==> src/rtl/mult_div_pkg.sv <==
// Shared encodings for the 8x8 multiplier / 16by8 divider pair and their
// common 7-segment status decoder.
package mult_div_pkg;

  localparam int DIVIDEND_W = 16;
  localparam int DIVISOR_W  = 8;

  // 3-bit state codes, also consumed by the display decoder
  localparam logic [2:0] ST_IDLE = 3'd0;
  localparam logic [2:0] ST_LOAD = 3'd1;
  localparam logic [2:0] ST_CALC = 3'd2;
  localparam logic [2:0] ST_FIN  = 3'd3;
  localparam logic [2:0] ST_ERR  = 3'd4;

  localparam logic [DIVIDEND_W-1:0] ERR_QUOTIENT = 16'hFFFF;
  localparam logic [3:0]            LAST_STEP    = 4'd15;

endpackage

==> src/rtl/divider_controller.sv <==
// Start/done handshake FSM and 4-bit step counter for the restoring divider.
module divider_controller
  import mult_div_pkg::*;
(
  input  logic       clk,
  input  logic       reset_a,
  input  logic       start,
  input  logic       divisor_zero,
  output logic       load_en,
  output logic       step_en,
  output logic       err_set,
  output logic       done_flag,
  output logic [2:0] state_out
);

  logic [2:0] state_r;
  logic [2:0] state_nx_s;
  logic [3:0] cnt_r;
  logic [3:0] cnt_nx_s;
  logic       done_r;

  // Next-state and counter decode
  always_comb begin
    state_nx_s = state_r;
    cnt_nx_s   = cnt_r;
    case (state_r)
      ST_IDLE: begin
        if (start) state_nx_s = ST_LOAD;
        else       state_nx_s = ST_IDLE;
      end
      ST_LOAD: begin
        cnt_nx_s = LAST_STEP;
        if (divisor_zero) state_nx_s = ST_ERR;
        else              state_nx_s = ST_CALC;
      end
      ST_CALC: begin
        if (cnt_r == 4'd0) state_nx_s = ST_FIN;
        else               cnt_nx_s   = cnt_r - 4'd1;
      end
      ST_FIN, ST_ERR: begin
        // no restart until start has been seen low
        if (!start) state_nx_s = ST_IDLE;
        else        state_nx_s = state_r;
      end
      default: begin
        state_nx_s = ST_IDLE;
        cnt_nx_s   = 4'd0;
      end
    endcase
  end

  // State, counter and registered done flag
  always_ff @(posedge clk or negedge reset_a) begin
    if (!reset_a) begin
      state_r <= ST_IDLE;
      cnt_r   <= 4'd0;
      done_r  <= 1'b0;
    end else begin
      state_r <= state_nx_s;
      cnt_r   <= cnt_nx_s;
      done_r  <= (state_nx_s == ST_FIN) || (state_nx_s == ST_ERR);
    end
  end

  assign state_out = state_r;
  assign done_flag = done_r;
  assign load_en   = (state_r == ST_LOAD);
  assign step_en   = (state_r == ST_CALC);
  assign err_set   = load_en & divisor_zero;

endmodule

==> src/rtl/divider_16by8.sv <==
// Sequential restoring divider, 16-bit dividend / 8-bit divisor, one
// quotient bit per clock.
module divider_16by8
  import mult_div_pkg::*;
(
  input  logic                  clk,
  input  logic                  reset_a,
  input  logic                  start,
  input  logic [DIVIDEND_W-1:0] dataa,
  input  logic [DIVISOR_W-1:0]  datab,
  output logic [DIVIDEND_W-1:0] quotient,
  output logic [DIVISOR_W-1:0]  remainder,
  output logic                  done_flag,
  output logic                  div_by_zero,
  output logic [2:0]            state_out
);

  logic                  load_en;
  logic                  step_en;
  logic                  err_set;
  logic [DIVIDEND_W-1:0] q_r;
  logic [DIVISOR_W:0]    r_r;
  logic [DIVISOR_W-1:0]  divisor_r;
  logic [DIVISOR_W:0]    trial_s;
  logic [DIVISOR_W:0]    diff_s;
  logic                  fits_s;

  divider_controller u_ctrl (
    .clk          (clk),
    .reset_a      (reset_a),
    .start        (start),
    .divisor_zero (datab == 8'd0),
    .load_en      (load_en),
    .step_en      (step_en),
    .err_set      (err_set),
    .done_flag    (done_flag),
    .state_out    (state_out)
  );

  // Shift the next dividend bit into the partial remainder and trial-subtract
  always_comb begin
    trial_s = {r_r[DIVISOR_W-1:0], q_r[DIVIDEND_W-1]};
    fits_s  = (trial_s >= {1'b0, divisor_r});
    diff_s  = trial_s - {1'b0, divisor_r};
  end

  // Quotient shift register, partial remainder and captured divisor
  always_ff @(posedge clk or negedge reset_a) begin
    if (!reset_a) begin
      q_r       <= 16'd0;
      r_r       <= 9'd0;
      divisor_r <= 8'd0;
    end else if (load_en) begin
      q_r       <= err_set ? ERR_QUOTIENT : dataa;
      r_r       <= 9'd0;
      divisor_r <= datab;
    end else if (step_en) begin
      q_r <= {q_r[DIVIDEND_W-2:0], fits_s};
      r_r <= fits_s ? diff_s : trial_s;
    end else begin
      q_r       <= q_r;
      r_r       <= r_r;
      divisor_r <= divisor_r;
    end
  end

  // r_r[8] is always clear once a step has completed
  assign quotient    = q_r;
  assign remainder   = r_r[DIVISOR_W-1:0];
  assign div_by_zero = (state_out == ST_ERR);

endmodule

==> config.mk <==
export PLATFORM = sky130hd
export DESIGN_NAME = divider_16by8
export DESIGN_NICKNAME = d
export VERILOG_FILES = /design/src/rtl/mult_div_pkg.sv /design/src/rtl/divider_controller.sv /design/src/rtl/divider_16by8.sv
export SDC_FILE = /design/constraint.sdc
export NUM_CORES = 1
export LEC_CHECK = 0
export CAP_MARGIN = 20
export CORE_MARGIN = 1
export CORE_UTILIZATION = 53
export CTS_CLUSTER_SIZE = 14
export DETAILED_ROUTE_END_ITERATION = 10
export PLACE_DENSITY = 0.91
export SLEW_MARGIN = 20
export SYNTH_ARGS = -nofsm -noshare
export SYNTH_HDL_FRONTEND = slang
export SYNTH_SLANG_ARGS = --single-unit
export TNS_END_PERCENT = 30
==> constraint.sdc <==
create_clock -name clk -period 6 [get_ports clk]
set_input_delay 1.2 -clock clk [delete_from_list [all_inputs] [get_ports clk]]
set_output_delay 1.2 -clock clk [all_outputs]
set_load 0.05 [all_outputs]
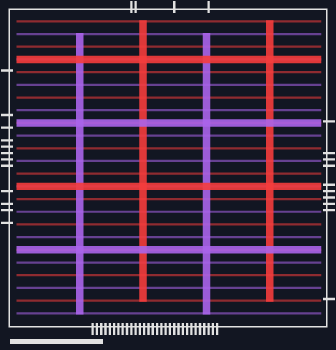
run_1/power_grid.png
The bar under the picture is 20 µm long. Pins as bars on the die edge.
legend:
  purple:
    net: VSS
  red:
    net: VDD
signal pins: 56
met5 straps: 4
met1 rails: 24
rows: 23

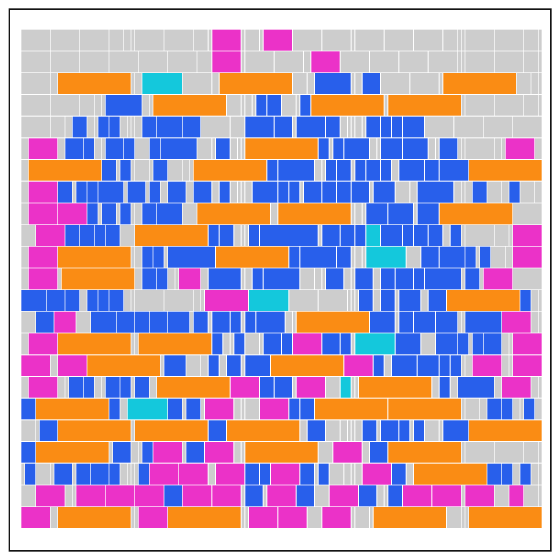
run_1/placement_by_type.png
Fill, decap, tap and diode cells in grey.
legend:
  blue:
    class: combinational and other logic
    cells: 209
    share_of_their_area: 43%
  orange:
    class: flops
    cells: 40
    share_of_their_area: 35%
  cyan:
    class: clock drivers and dummy loads
    cells: 7
    share_of_their_area: 2.7%
  magenta:
    class: other buffers and delay cells
    cells: 58
    share_of_their_area: 20%

==> qor.rpt, run 1 <==
==============================================================================
Crit path launch ................................................ u_ctrl.state_out[1]
Grt ovf .........................................................            0
Number of remaining DRC errors ..................................            0
DP Area .........................................................     2850 µm²
Largest clock skew in the final design ..........................   0.00179 ns
Total vias in the final route ...................................         2120
Horizontal die dimension ........................................      67.7 µm
Cell family with most CP delay .................................. buffers and inverters
Violation count after the first detailed-routing iteration ......          187
Maximum operating frequency .....................................    0.299 GHz
RR Startpoint ...................................................       r_r[2]
Crit-path max FO ................................................           16
Top layer reached by signal wires ...............................         met4
Starting density of the core ....................................        56.0%
Number of enable-type register cells in the synthesized netlist .            0
Top cell types by occurrence after synthesis .................... sky130_fd_sc_hd__nand2_1 (41), sky130_fd_sc_hd__dfrtp_1 (40), sky130_fd_sc_hd__o21ai_0 (36)
Least-Margin Pin Slew ...........................................      1.03 ns
Type of destination of the critical path ........................   output pin
Most frequent logic cell in the layout .......................... sky130_fd_sc_hd__clkdlybuf4s50_1
Outcome .........................................................    completed
CTS tree ........................................................          yes
Start point of the worst hold path ..............................  quotient[9]
==============================================================================
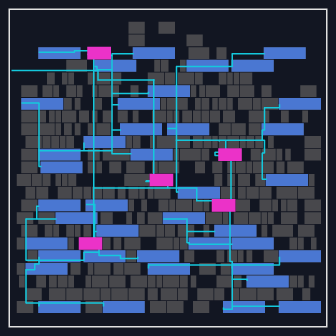
run_1/clk_routes.png
legend:
  magenta:
    item: clock drivers
    count: 5
  cyan:
    item: clock wires
    length: 534 µm
  blue:
    item: flip-flops
    count: 40
routed clock nets: 6

## run 1: registers in the layout, summed over array words and instances, names as in the netlist
signal	count
u_ctrl.state_out	3
u_ctrl.done_flag	1
quotient	16
divisor_r	8
r_r	8
u_ctrl.cnt_r	4
## run 1: layout make-up
cell class	count	area (µm²)
Tap cell	50	62.6
Inverter	15	56.3
Clock buffer	6	72.6
Fill cell	307	1140
Timing Repair Buffer	58	576
Sequential cell	40	1000
Multi-Input combinational cell	194	1170
Clock inverter	1	5.00
==> run 2: changes to the inputs <==
--- a/config.mk
+++ b/config.mk
@@ -7,10 +7,10 @@
 export LEC_CHECK = 0
 export CAP_MARGIN = 20
 export CORE_MARGIN = 1
-export CORE_UTILIZATION = 53
+export CORE_UTILIZATION = 45
 export CTS_CLUSTER_SIZE = 14
 export DETAILED_ROUTE_END_ITERATION = 10
-export PLACE_DENSITY = 0.91
+export PLACE_DENSITY = 0.83
 export SLEW_MARGIN = 20
 export SYNTH_ARGS = -nofsm -noshare
 export SYNTH_HDL_FRONTEND = slang
==> constraint.sdc (replaced) <==
create_clock -name clk -period 2.9 [get_ports clk]
set_input_delay 0.58 -clock clk [delete_from_list [all_inputs] [get_ports clk]]
set_output_delay 0.58 -clock clk [all_outputs]
set_load 0.05 [all_outputs]
==> qor.rpt, run 2 <==
==============================================================================
CTS tree ........................................................          yes
Number of remaining DRC errors ..................................            0   unchanged
Type of destination of the critical path ........................   output pin
CTS Sinks .......................................................           40
Number of enable-type register cells in the synthesized netlist .            0   unchanged
Seq area share ..................................................        33.1%   -0.96 points
Setup Buffers After CTS .........................................            0
Sequential cell count ...........................................           40   unchanged
Crit path launch ................................................ u_ctrl.state_out[0]
Largest clock skew in the final design ..........................   0.00434 ns   +0.00255 ns
Combinational cell area excluding buffers and inverters .........     1170 µm²   unchanged
Final-layout fill cell count ....................................          430   +40%
Top cell types by occurrence after synthesis .................... sky130_fd_sc_hd__nand2_1 (41), sky130_fd_sc_hd__dfrtp_1 (40), sky130_fd_sc_hd__o21ai_0 (36)
Cell count after placement ......................................          377
Total vias in the final route ...................................         2124   +0.19%
Maximum operating frequency .....................................    0.388 GHz
Crit-path max FO ................................................           10   -6
Cell family with most CP delay .................................. buffers and inverters
Starting density of the core ....................................        47.5%   -8.5 points
RR Startpoint ...................................................       r_r[2]
DP Area .........................................................     2900 µm²   +1.8%
Non-clock inverter total of the final layout ....................           15   unchanged
Comb area share .................................................        38.6%   -1.1 points
Least-Margin Pin Slew ...........................................     0.886 ns   -0.143 ns
Most frequent logic cell in the layout .......................... sky130_fd_sc_hd__clkdlybuf4s50_1
Cell type of the slowest stage on the worst timing path ......... sky130_fd_sc_hd__clkdlybuf4s50_1
Clk_buf instances ...............................................            7   +1
Horizontal die dimension ........................................      73.3 µm   +8.3%
Number of antenna-violating nets in the routed design ...........            0
Signal buffers ..................................................           61   +5.2%
Area fraction of clock buffers and clock inverters ..............        4.17%   +1.5 points
Tapcell Cnt .....................................................           67   +34%
Storage element area ............................................     1000 µm²   unchanged
Non-clock buffering overhead in the final layout ................        19.5%   -0.054 points
Kind of critical path ...........................................   reg -> out
Largest net degree at the start of global routing ...............           41
Grt ovf .........................................................            0   unchanged
Outcome .........................................................    completed
Dominant kind of cell ...........................................  logic gates
==============================================================================
## run 2: cell count changes in the layout (fill, tap and decap cells not counted)
cell                        delta
sky130_fd_sc_hd__buf_4         +4
sky130_fd_sc_hd__clkbuf_8      +2
sky130_fd_sc_hd__buf_8         -1
sky130_fd_sc_hd__bufinv_16     +1
sky130_fd_sc_hd__clkbuf_1      -1
sky130_fd_sc_hd__clkinv_2      -1
## run 2: metal layers
| layer | global-route usage (%) | vias up | routed length (µm) |
|---|---|---|---|
| li1 | - | 1047 | - |
| met1 | 31.0 | 1019 | 2570 |
| met2 | 36.5 | 50 | 2770 |
| met3 | 5.35 | 8 | 234 |
| met4 | 4.49 | 0 | 53 |
| met5 | 0 | - | 0 |
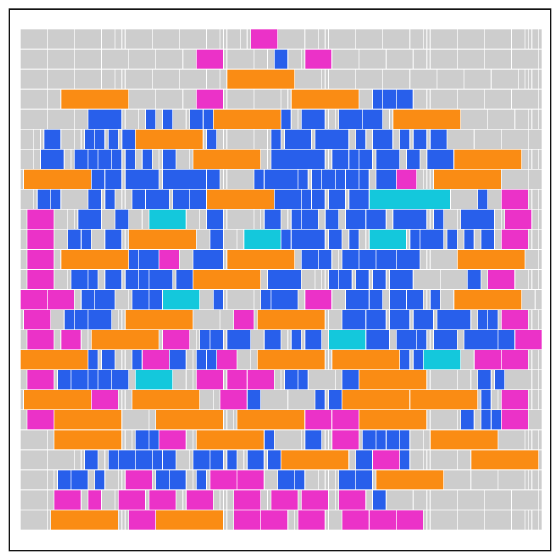
run_2/placement_by_type.png
Fill, decap, tap and diode cells in grey.
legend:
  blue:
    class: combinational and other logic
    cells: 209
    share_of_their_area: 42%
  magenta:
    class: other buffers and delay cells
    cells: 61
    share_of_their_area: 20%
  cyan:
    class: clock drivers and dummy loads
    cells: 8
    share_of_their_area: 4.3%
  orange:
    class: flops
    cells: 40
    share_of_their_area: 34%

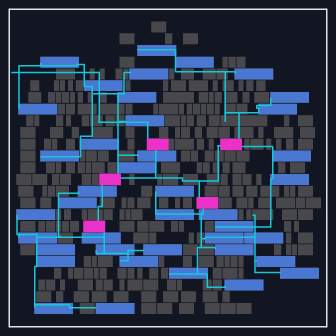
run_2/clk_routes.png
legend:
  blue:
    item: flip-flops
    count: 40
  cyan:
    item: clock wires
    length: 504 µm
  magenta:
    item: clock drivers
    count: 5
flops lie: all over the die

